File: config.mk
export PLATFORM = sky130hd
export DESIGN_NAME = flag_fwd_unit_flat
export DESIGN_NICKNAME = d
export VERILOG_FILES = /design/src/rtl/cpu_pkg.sv /design/src/rtl/flag_fwd_unit_if.sv /design/src/rtl/flag_slot.sv /design/src/rtl/flag_fwd_unit.sv /design/src/flat_wrapper.sv
export SDC_FILE = /design/constraint.sdc
export NUM_CORES = 1
export LEC_CHECK = 0
export CAP_MARGIN = 20
export CORE_AREA = 4 4 41 43
export DETAILED_ROUTE_END_ITERATION = 16
export DIE_AREA = 0 0 45 47
export PLACE_DENSITY = 0.65
export SYNTH_ARGS = -nofsm -noshare
export SYNTH_HDL_FRONTEND = slang
export SYNTH_SLANG_ARGS = --single-unit
File: constraint.sdc
create_clock -name clk -period 1.5 [get_ports clk]
set_clock_uncertainty 0.05 [all_clocks]
set_input_delay 0.225 -clock clk [delete_from_list [all_inputs] [get_ports clk]]
set_output_delay 0.225 -clock clk [all_outputs]
set_load 0.02 [all_outputs]
File: src/rtl/cpu_pkg.sv
// cpu_pkg: shared opcode constants and flag-slot type for the CPU pipeline
package cpu_pkg;
    localparam int OPC_W = 5;
    localparam logic [2:0] BR_CLASS = 3'b101;
    localparam logic [OPC_W-1:0] BR_Z  = 5'b10100;
    localparam logic [OPC_W-1:0] BR_NZ = 5'b10101;
    localparam logic [OPC_W-1:0] BR_C  = 5'b10110;
    localparam logic [OPC_W-1:0] BR_NC = 5'b10111;
    typedef struct packed {
        logic v;
        logic c;
        logic z;
    } flag_slot_t;
endpackage

File: src/rtl/flag_fwd_unit_if.sv
// flag_fwd_unit_if: ID/EX flag signals exchanged between the pipeline and the flag forwarding unit
interface flag_fwd_unit_if #(parameter int OPC_W = cpu_pkg::OPC_W);
    logic [OPC_W-1:0] id_opcode;
    logic id_valid;
    logic ex_flag_we;
    logic ex_c;
    logic ex_z;
    logic pipe_hold;
    logic c_out;
    logic z_out;
    logic flag_stall;
    logic arch_c;
    logic arch_z;
    modport master (
        output id_opcode, id_valid, ex_flag_we, ex_c, ex_z, pipe_hold,
        input  c_out, z_out, flag_stall, arch_c, arch_z
    );
    modport slave (
        input  id_opcode, id_valid, ex_flag_we, ex_c, ex_z, pipe_hold,
        output c_out, z_out, flag_stall, arch_c, arch_z
    );
endinterface

File: src/rtl/flag_slot.sv
// flag_slot: one shadow-pipeline flag register with freeze and sync reset
module flag_slot
    import cpu_pkg::*;
(
    input  logic       clk,
    input  logic       rst,
    input  logic       hold,
    input  flag_slot_t d,
    output flag_slot_t q
);
    always_ff @(posedge clk) begin
        if (rst) q <= '0;
        else if (!hold) q <= d;
    end
endmodule

File: src/rtl/flag_fwd_unit.sv
// flag_fwd_unit: architectural C/Z flags, shadow commit pipeline and youngest-first forwarding
// to the ID-stage branch check, plus the one-cycle EX-to-ID flag stall.
module flag_fwd_unit
    import cpu_pkg::*;
#(
    parameter int COMMIT_STAGES = 2
) (
    input logic clk,
    input logic rst,
    flag_fwd_unit_if.slave bus
);
    flag_slot_t [COMMIT_STAGES:0] slot;
    logic id_br;
    assign slot[0] = {bus.ex_flag_we, bus.ex_c, bus.ex_z};
    for (genvar g = 1; g <= COMMIT_STAGES; g++) begin : g_slot
        flag_slot u_slot (
            .clk (clk),
            .rst (rst),
            .hold(bus.pipe_hold),
            .d   (slot[g-1]),
            .q   (slot[g])
        );
    end
    always_ff @(posedge clk) begin
        if (rst) begin
            bus.arch_c <= 1'b0;
            bus.arch_z <= 1'b0;
        end else if (!bus.pipe_hold && slot[COMMIT_STAGES].v) begin
            bus.arch_c <= slot[COMMIT_STAGES].c;
            bus.arch_z <= slot[COMMIT_STAGES].z;
        end
    end
    // Walk oldest to youngest so the youngest valid slot overrides.
    always_comb begin
        bus.c_out = bus.arch_c;
        bus.z_out = bus.arch_z;
        for (int i = COMMIT_STAGES; i >= 1; i--) begin
            bus.c_out = slot[i].v ? slot[i].c : bus.c_out;
            bus.z_out = slot[i].v ? slot[i].z : bus.z_out;
        end
    end
    assign id_br = bus.id_valid && (bus.id_opcode[4:2] == BR_CLASS);
    // No EX-to-ID bypass: a branch behind a flag producer waits one cycle.
    assign bus.flag_stall = id_br && bus.ex_flag_we && !bus.pipe_hold;
endmodule

File: src/flat_wrapper.sv
// flat-port wrapper written by rule: the top's interface ports become plain ports
module flag_fwd_unit_flat import cpu_pkg::*;
#(
    parameter int COMMIT_STAGES = 2
)
  (clk, rst, bus_id_opcode, bus_id_valid, bus_ex_flag_we, bus_ex_c, bus_ex_z, bus_pipe_hold, bus_c_out, bus_z_out, bus_flag_stall, bus_arch_c, bus_arch_z);
  flag_fwd_unit_if bus_i ();
  input logic clk;
  input logic rst;
  input wire logic [$bits(bus_i.id_opcode)-1:0] bus_id_opcode;
  input wire logic [$bits(bus_i.id_valid)-1:0] bus_id_valid;
  input wire logic [$bits(bus_i.ex_flag_we)-1:0] bus_ex_flag_we;
  input wire logic [$bits(bus_i.ex_c)-1:0] bus_ex_c;
  input wire logic [$bits(bus_i.ex_z)-1:0] bus_ex_z;
  input wire logic [$bits(bus_i.pipe_hold)-1:0] bus_pipe_hold;
  output wire logic [$bits(bus_i.c_out)-1:0] bus_c_out;
  output wire logic [$bits(bus_i.z_out)-1:0] bus_z_out;
  output wire logic [$bits(bus_i.flag_stall)-1:0] bus_flag_stall;
  output wire logic [$bits(bus_i.arch_c)-1:0] bus_arch_c;
  output wire logic [$bits(bus_i.arch_z)-1:0] bus_arch_z;
  assign bus_i.id_opcode = bus_id_opcode;
  assign bus_i.id_valid = bus_id_valid;
  assign bus_i.ex_flag_we = bus_ex_flag_we;
  assign bus_i.ex_c = bus_ex_c;
  assign bus_i.ex_z = bus_ex_z;
  assign bus_i.pipe_hold = bus_pipe_hold;
  assign bus_c_out = bus_i.c_out;
  assign bus_z_out = bus_i.z_out;
  assign bus_flag_stall = bus_i.flag_stall;
  assign bus_arch_c = bus_i.arch_c;
  assign bus_arch_z = bus_i.arch_z;
  flag_fwd_unit #(.COMMIT_STAGES(COMMIT_STAGES)) u_core (.clk(clk), .rst(rst), .bus(bus_i));
endmodule
==> images/pinout.png <==
Pins as bars across the die edge, other pins in grey.
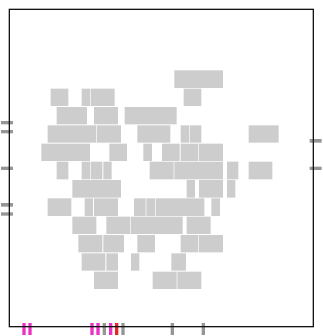
`bus_flag_stall` -> red  # pins 1, direction output, edge south
`bus_id_opcode` -> magenta  # pins 5, direction input, edge south
all pins by edge = 10 south, 5 west, 2 east

==> images/closeup.png <==
Window x 1 to 21, y 2 to 22 um. Cells in grey, sequential cells in the stronger grey; small squares are vias.
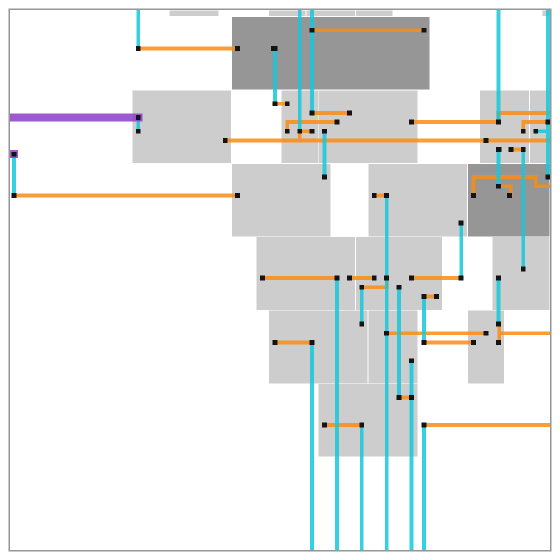
M2 -> cyan
M1 -> orange
M3 -> purple
most frequent = clkdlybuf4s50_1 (6), nor2_1 (2)
cells with their middle in the window = 15
netlist names of flops here include = `u_core.g_slot.u_slot.q` (1)
sequential cells in the window = 1

==> images/clock_wires.png <==
Bar = 10 um.
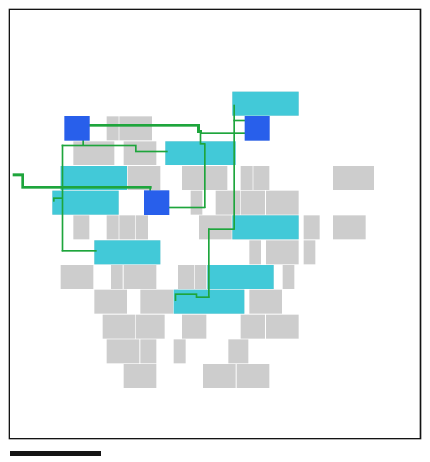
clock-net drivers -> blue  # count 3
flip-flops -> cyan  # count 8
clock wires -> green  # length 113 um
routed clock nets = 4

==> images/layers.png <==
Bar = 10 um.
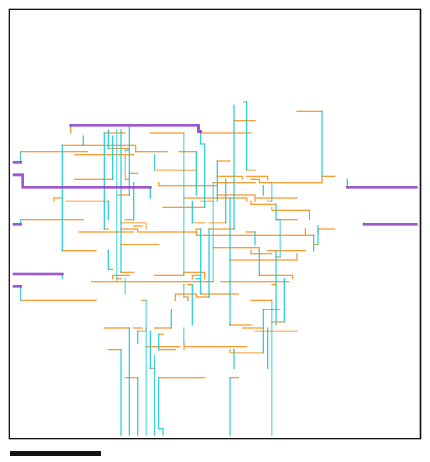
M2 -> cyan  # wire length 336 um
M1 -> orange  # wire length 314 um
M3 -> purple  # wire length 52.0 um

==> ci_impl_report.md <==
## PnR job results

| Metric | Value |
|---|---|
| Final WL | 701 um |
| Total number of H-tree levels | 1 |
| Status | finished clean |
| Core region area | 1300 um^2 |
| Total number of clock tree sinks | 8 |
| Fill cell instance count of the final layout | 145 |
| Overall global routing resource usage | 0.0849 |
| Layout overhead on the synthesized area | 52.8% |
| Maximum ir drop on the vdd rail | 0.383 mV |
| TritonCTS clock tree | yes |
| Maximum number of pins on one net before global-route repair | 9 |
| Initial antenna violation count | 0 |
| Chip Area | 2120 um^2 |
| Clock Pin Slew Worst Setup and Hold Paths | 50 ps |
| Yosys stat chip area | 353 um^2 |
| Clock insertion delay at the later pin of the skew report | 250 ps |
| Post-placement setup slack | -281 ps |
| Warnings from Yosys | 0 |
| Wire length of the first global-routing pass | 1250 um |
| Slack of the worst reg-to-reg path | 550 ps |
| Register bit count reported by yosys | 8 |
| Post-detailed-placement half-perimeter wirelength | 519 um |
| Unique cell types | 12 |
| Quantity of hold-fixing buffers added after cts | 0 |
| Total power | 446 uW |
| Die boundary height | 47 um |
| Dominant synthesized flop cell | sky130_fd_sc_hd__dfxtp_1 |
| Share of flip-flops with an asynchronous set or reset after synthesis | 0 |
| Critical Setup Path Class | register to primary output |
| Crit path setup slack, layout | 69.9 ps |
| Layout cells sized above 1 | 0.200 |
| Number of port buffers | 14 |
| Proportion of netlist area held by the largest area contributor | 0.454 |
| Via total after detailed routing | 303 |
| Cell count listed in synth_stat.txt | 37 |
| Headroom to the max-slew limit | 0.814 |
| Detailed router's first-iteration violation count | 3 |
| Max clock buf depth | 2 |
| Final Critical Period | 1430 ps |
| Vias per std cell | 4.33 |
| Utilization after layout | 0.414 |
| Type of the worst min-delay path | register to register |
| Number of diodes | 0 |
| IO Pins | 17 |
| Number of nets in the layout | 69 |
| Clock buffers created by TritonCTS | 3 |
| Max Fclk | 699 MHz |
| Detail-routed net length per standard cell | 10.0 um |
| Routability Congestion | 0.649 |
| Grt ovf | 0 |
| Pwr Density | 827 nW/um^2 |
| Mapped Area | 353 um^2 |
| Post-detailed-route count of antenna-violating nets | 0 |
| Register share after synthesis | 0.454 |
| Setup repair after global routing missed its margin | false |
| Library cell used as clock root buffer | sky130_fd_sc_hd__clkbuf_4 |
| Slew Viols, Final | 0 |
| Ranking of synthesized cells by instance count | 8 x sky130_fd_sc_hd__dfxtp_1, 8 x sky130_fd_sc_hd__mux2i_1, 7 x sky130_fd_sc_hd__nor2_1, 4 x sky130_fd_sc_hd__nand2_1 |
| Count of library flops with an enable pin | 0 |
| Critical path peak fanout | 4 |
| Die width | 45 um |
| Post-layout period usage | 0.953 |
| Reported leakage power | 0.000260 uW |
| Req. time, crit path | 1220 ps |
| Post-synthesis cell type with the largest combined area | sky130_fd_sc_hd__dfxtp_1 |
| Setup violators final | 0 |
| Element type at the critical path end | primary output |
| Top cells by area | sky130_fd_sc_hd__dfxtp_1 45%, sky130_fd_sc_hd__mux2i_1 23%, sky130_fd_sc_hd__nor2_1 7.4%, sky130_fd_sc_hd__nand2_1 4.3%, sky130_fd_sc_hd__nand2b_4 3.9% |
| Post-synthesis cell count | 37 |
| Actual slew at the worst max-slew pin | 279 ps |
| Arrival time at the worst endpoint | 1160 ps |
| Post-Syn Area per Cell | 9.54 um^2 |
| Number of warnings the tools reported | 28 |
| Via count of the first global-routing pass | 317 |
| Remaining design rule violation count | 0 |
| Hold Violations, Final | 0 |
| Pre-antenna DRT Iters | 4 |
| Maximum Capacitance Violations | 0 |
| Post-synthesis net count | 49 |
| Pre-placement core utilization | 0.271 |
| Floorplan row count | 13 |
| CP Launch Type | register |
cell type report:
cell class	count	area, um^2	share of cell area
multi-input cells	27	178	0.329
flip-flops and latches	8	163	0.302
clock buffers	3	22.5	0.0418
repair buffers	17	158	0.292
well taps	15	18.8	0.0348
report_power, final:
group	internal (uW)	leakage [uW]	total (uW)	switching, uW
combinational	38.0	0.000181	57.0	19.0
clock	91.3	0.0000138	161	69.5
sequential	221	0.0000661	228	7.07
placed cells by master (no fill, tap or decap):
cell type                         count
sky130_fd_sc_hd__mux2i_1              8
sky130_fd_sc_hd__clkbuf_4             3
sky130_fd_sc_hd__clkdlybuf4s15_1      1
sky130_fd_sc_hd__clkbuf_2             2
sky130_fd_sc_hd__dfxtp_1              6
sky130_fd_sc_hd__o21ai_1              2
sky130_fd_sc_hd__buf_4                3
sky130_fd_sc_hd__dfxtp_2              2
sky130_fd_sc_hd__clkdlybuf4s50_1      9
sky130_fd_sc_hd__nand3b_1             1
sky130_fd_sc_hd__nand4b_1             1
sky130_fd_sc_hd__dlymetal6s2s_1       2
sky130_fd_sc_hd__nor2_1               7
sky130_fd_sc_hd__a21oi_1              2
sky130_fd_sc_hd__nand2b_4             1
sky130_fd_sc_hd__nand2_1              4
sky130_fd_sc_hd__nand2b_1             1
worst max-delay path, cell delays in order, from the launching register on:
cell,delay [ps]
sky130_fd_sc_hd__dfxtp_2,360
sky130_fd_sc_hd__mux2i_1,200
sky130_fd_sc_hd__o21ai_1,70
sky130_fd_sc_hd__clkdlybuf4s15_1,280
layer usage:
metal | global-route usage | part of all wire | vias to the layer above
met5 | 0 | 0 | -
met4 | 0.0351 | 0 | 0
met3 | 0.0575 | 0.073 | 0
met2 | 0.127 | 0.48 | 9
met1 | 0.0943 | 0.45 | 132
li1 | - | - | 162
cells by family (layout without fill, tap and decap cells):
family	count (synthesis)	count (layout)	synth area share
AOI/OAI and AO/OA	4	4	0.0567
buffers and inverters	2	20	0.0425
DFF	8	8	0.454
muxes	8	8	0.227
and+or+nand+nor	15	15	0.220
registers in the layout (all words and copies together), names as in the netlist:
name	cells
u_core.bus.arch_z	1
u_core.bus.arch_c	1
u_core.g_slot.u_slot.q	6
stage by stage:
step                      cell area [um^2]  setup TNS (ps)  hold WS [ps]  std cells
after floorplan                        353               0           319         37
after global placement                 519            -294           410         67
after detailed placement               519            -281           420         67
after CTS                              541               0           428         70
after global routing                   539               0           491         70
final                                  539               0           430         70
final timing paths:
path	to	from	depth (start not counted)
max reg2reg	u_core.bus.arch_c	u_core.g_slot[2].u_slot.q[2]	4
min reg2reg	u_core.bus.arch_z	u_core.bus.arch_z	2
min	u_core.bus.arch_z	u_core.bus.arch_z	2
max	bus_z_out	u_core.g_slot[2].u_slot.q[2]	3
repair_timing:
item,in CTS,in global routing
resized,5,7
setup buffers,0,0
endpoints found under the setup margin,3,5
Power is estimated from default activity; no workload was simulated.
